==> config.mk <==
export PLATFORM = sky130hd
export DESIGN_NAME = simple_st0_out_stage
export DESIGN_NICKNAME = d
export VERILOG_FILES = /design/src/rtl/simple_st0_out_stage_pkg.sv /design/src/rtl/simple_st0_out_fifo.sv /design/src/rtl/simple_st0_out_stage.sv
export SDC_FILE = /design/constraint.sdc
export NUM_CORES = 1
export LEC_CHECK = 0
export ABC_AREA = 0
export CAP_MARGIN = 20
export CORE_MARGIN = 2
export CORE_UTILIZATION = 60
export DETAILED_ROUTE_END_ITERATION = 16
export PLACE_DENSITY = 0.85
export REMOVE_ABC_BUFFERS = 1
export SLEW_MARGIN = 10
export SYNTH_ARGS = -nofsm -noshare
export SYNTH_HDL_FRONTEND = slang
export SYNTH_SLANG_ARGS = --single-unit
==> constraint.sdc <==
create_clock -name clk -period 13.45 [get_ports clk]
set_input_delay 4.035 -clock clk [delete_from_list [all_inputs] [get_ports clk]]
set_output_delay 4.035 -clock clk [all_outputs]
set_load 0.01 [all_outputs]
==> src/rtl/simple_st0_out_stage_pkg.sv <==
// Purpose: shared types and constants for the stage-0 output stage.
// Latency: n/a (types only).
// Backpressure: n/a (types only).
package simple_st0_out_stage_pkg;

  // 32-bit float sample: sign in bit 31, exponent and mantissa below.
  typedef logic [31:0] float_24_8;

  localparam int FLOAT_W     = 32;
  localparam int SIGN_BIT    = 31;
  localparam int BEAT_CNT_W  = 6;
  localparam int FIFO_WORD_W = FLOAT_W + 1;  // {fst, data}

endpackage

==> src/rtl/simple_st0_out_fifo.sv <==
// Purpose: DEPTH-entry storage for {fst, data} words with occupancy count.
// Latency: a word written in cycle N is at rd_dat in cycle N+1.
// Backpressure: writes ignored when full, reads ignored when empty.
// Ports: clk/reset (sync, active-high); wr_en/wr_dat push; rd_en pop;
//        rd_dat is the head (zero when empty); count is current occupancy.
module simple_st0_out_fifo #(
  parameter int WIDTH = 33,
  parameter int DEPTH = 8
) (
  input  logic                     clk,
  input  logic                     reset,
  input  logic                     wr_en,
  input  logic [WIDTH-1:0]         wr_dat,
  input  logic                     rd_en,
  output logic [WIDTH-1:0]         rd_dat,
  output logic [$clog2(DEPTH):0]   count
);

  localparam int AW = $clog2(DEPTH);
  localparam logic [AW:0] FULL_CNT = (AW+1)'(DEPTH);

  logic [WIDTH-1:0] mem [DEPTH];
  logic [AW-1:0]    wr_ptr;
  logic [AW-1:0]    rd_ptr;
  logic             do_wr;
  logic             do_rd;

  assign do_wr = wr_en && (count != FULL_CNT);
  assign do_rd = rd_en && (count != '0);

  // Head is masked when empty so the output reads zero after reset
  // without needing to clear the storage array.
  assign rd_dat = (count != '0) ? mem[rd_ptr] : '0;

  always_ff @(posedge clk) begin
    if (do_wr && !reset) begin
      mem[wr_ptr] <= wr_dat;
    end
  end

  // Pointers are exactly AW bits wide, so they wrap modulo DEPTH naturally.
  always_ff @(posedge clk) begin
    if (reset) begin
      wr_ptr <= '0;
      rd_ptr <= '0;
      count  <= '0;
    end else begin
      if (do_wr) wr_ptr <= wr_ptr + 1'b1;
      if (do_rd) rd_ptr <= rd_ptr + 1'b1;
      case ({do_wr, do_rd})
        2'b10:   count <= count + 1'b1;
        2'b01:   count <= count - 1'b1;
        default: count <= count;
      endcase
    end
  end

endmodule

==> src/rtl/simple_st0_out_stage.sv <==
// Purpose: buffers stage-0 samples toward stage 1 with optional ReLU and frame-length checking.
// Latency: 1 cycle from ingress accept to stage_1_data_vld into an empty FIFO.
// Backpressure: stage_0_data_out_rdy = not full, registered only; no path from stage_1_data_rdy.
// Ports: clk/reset (sync, active-high); stage_0_data_out* ingress handshake;
//        relu_enable, frame_length config; stage_1_data* egress handshake;
//        fifo_count occupancy; frame_error pulse and frame_error_sticky.
module simple_st0_out_stage
  import simple_st0_out_stage_pkg::*;
#(
  parameter int DEPTH = 8
) (
  input  logic                   clk,
  input  logic                   reset,
  input  float_24_8              stage_0_data_out,
  input  logic                   stage_0_data_out_fst,
  input  logic                   stage_0_data_out_vld,
  output logic                   stage_0_data_out_rdy,
  input  logic                   relu_enable,
  input  logic [5:0]             frame_length,
  output float_24_8              stage_1_data,
  output logic                   stage_1_data_fst,
  output logic                   stage_1_data_vld,
  input  logic                   stage_1_data_rdy,
  output logic [$clog2(DEPTH):0] fifo_count,
  output logic                   frame_error,
  output logic                   frame_error_sticky
);

  localparam int AW = $clog2(DEPTH);
  localparam logic [AW:0] FULL_CNT = (AW+1)'(DEPTH);

  logic                   ingress;
  logic                   egress;
  float_24_8              ingress_data;
  logic [FIFO_WORD_W-1:0] head;
  logic [BEAT_CNT_W-1:0]  beat_cnt;
  logic                   violation;

  assign stage_0_data_out_rdy = (fifo_count != FULL_CNT);
  assign stage_1_data_vld     = (fifo_count != '0);

  // A beat presented during reset is never recorded.
  assign ingress = stage_0_data_out_vld && stage_0_data_out_rdy && !reset;
  assign egress  = stage_1_data_vld && stage_1_data_rdy;

  assign ingress_data = (relu_enable && stage_0_data_out[SIGN_BIT]) ? '0 : stage_0_data_out;

  assign {stage_1_data_fst, stage_1_data} = head;

  simple_st0_out_fifo #(
    .WIDTH (FIFO_WORD_W),
    .DEPTH (DEPTH)
  ) u_fifo (
    .clk    (clk),
    .reset  (reset),
    .wr_en  (ingress),
    .wr_dat ({stage_0_data_out_fst, ingress_data}),
    .rd_en  (egress),
    .rd_dat (head),
    .count  (fifo_count)
  );

  // A new frame is legal only if the previous one was empty (counter 0) or
  // exactly frame_length long; a continuation beat past frame_length is an
  // overrun. frame_length=0 compares against the wrapped 64-beat count.
  always_comb begin
    violation = 1'b0;
    if (stage_0_data_out_fst) begin
      violation = (beat_cnt != '0) && (beat_cnt != frame_length);
    end else begin
      violation = (beat_cnt == frame_length);
    end
  end

  always_ff @(posedge clk) begin
    if (reset) begin
      beat_cnt           <= '0;
      frame_error        <= 1'b0;
      frame_error_sticky <= 1'b0;
    end else begin
      frame_error <= ingress && violation;
      if (ingress && violation) begin
        frame_error_sticky <= 1'b1;
      end
      if (ingress) begin
        beat_cnt <= stage_0_data_out_fst ? BEAT_CNT_W'(1) : beat_cnt + 1'b1;
      end
    end
  end

endmodule

class_map.png
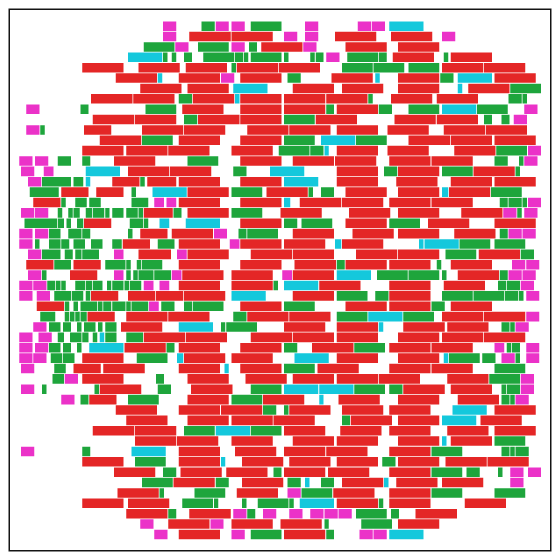
| class | color | cells |
|---|---|---|
| remaining buffers and delay cells | magenta | 97 |
| registers | red | 285 |
| clock drivers and dummy loads | cyan | 48 |
| remaining logic cells | green | 263 |

route_heat.png
Bar = 50 um. The die is cut into 28 by 28 equal tiles; dark blue is low, red is high, scaled to the fullest tile. Values are wire area over tile area, all layers added.
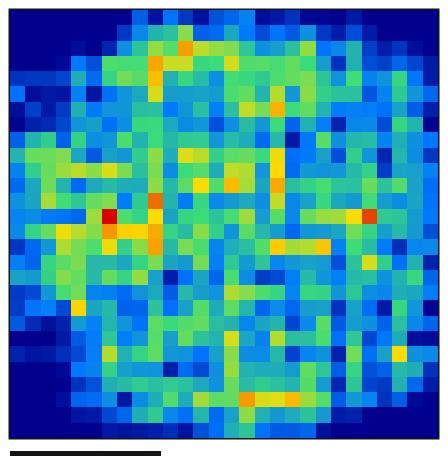
mean over tiles: 0.17
nearly empty tiles: 9.7%
fullest tile: 0.52
tiles over half the peak: 20%
Total Wirelength: 21,570 um
Total GRT Usage: 21.96%

ff_map.png
Bar = 50 um.
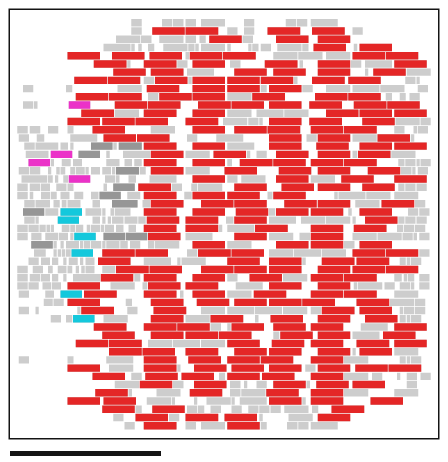
| netlist name | color | sequential cells |
|---|---|---|
| u_fifo.mem | red | 264 |
| u_fifo.count | magenta | 4 |
| beat_cnt | cyan | 6 |
not colored: 11
register area: 0.008354 mm^2
total sequential power: 0.00104 W
Util after Layout: 70.97%
Seq/total area: 63.15%

==> reports/qor.yml <==
run_status:
  outcome: "finished clean"
global_route:
  antenna_found_initial: 0
  gr-total-overflow: 0
  grt_pass1_vias: 5894
  grt_pass1_wl_um: 32970
cells_and_area:
  largest_reg_flops: 264
  top_regs: "u_fifo.mem x264, beat_cnt x6, u_fifo.count x4"
  syn2layout_area_growth_pct: 16.45
  design_area_mm2: 0.01323
  clock_buffer_count: 36
  sh_comb_area_pct: 21.59
  n_all_buffers: 97
clock_tree:
  cts_buffers: 26
  cts_num_sinks: 285
  post_cts_buffers: 0
  cts_tree: "built"
  clkLatencyLatePin_ns: 0.52
  hold_buffers: 0
routing:
  met1_length_um: 8810
  ant_nets: 0
  vias: 5610
floorplan:
  dieWidth_um: 141.6
  dieArea_mm2: 0.02005
power_and_ir_drop:
  seq_power_share_pct: 46.1
  power.total_w: 0.002258
  switchingPower_w: 0.0005969
  powerDensity_mw_per_mm2: 170.6
critical_path:
  rr_worst_depth: 10
  critPathRequiredTime_ns: 9.41
  crit_path_end_kind: "output pin"
  crit_path_max_fanout: 43
synthesis:
  ys_top_logic_family: "multiplexers"
  fa_ha_area_share_pct: 0.6608
  netlist_area_mm2: 0.01136
  ys_sh_mux_pct: 16.35
  ys.flop_type: "edfxtp_1"
  top_cells_by_count: "edfxtp_1, mux4_2, nor2_1, mux2i_1, and2_1"
  postSynthSeqShare_pct: 73.48
  synth-edff-count: 264
  most_common_cell: "edfxtp_1"
  numSynthFlops: 285
placement:
  hpwlAfterDp_um: 11170
  place_area_mm2: 0.01246
final_timing:
  maxSlewViolCount: 0
  clock_skew_ns: 0.008748
job:
  drv_cap: 0
worst_hold_path:
  hold_end: "frame_error_sticky$_SDFFE_PP0P_"
  holdPathStages: 2
[worst min-delay path: cells and delay by family, from the launching register on]
family	cells	cell delay, ns
buffers and inverters	1	0.05
AOI/OAI and AO/OA	1	0.07
DFF	1	0.32
[routing by layer]
| layer | up-vias | GRT usage [%] |
|---|---|---|
| met5 | - | 0 |
| met2 | 226 | 36.33 |
| met3 | 29 | 3.712 |
| li1 | 2476 | - |
| met1 | 2879 | 31.30 |
| met4 | 0 | 5.421 |
[stage by stage]
step	setup slack (ns)	hold slack [ns]	cells
CTS	5.912	0.4862	927
global route	5.780	0.5314	927
detailed placement	6.283	0.4732	879
floorplan	4.745	0.4847	548
finish	6.044	0.4869	928
global placement	6.455	0.4706	879
Power and IR drop assume default switching activity.
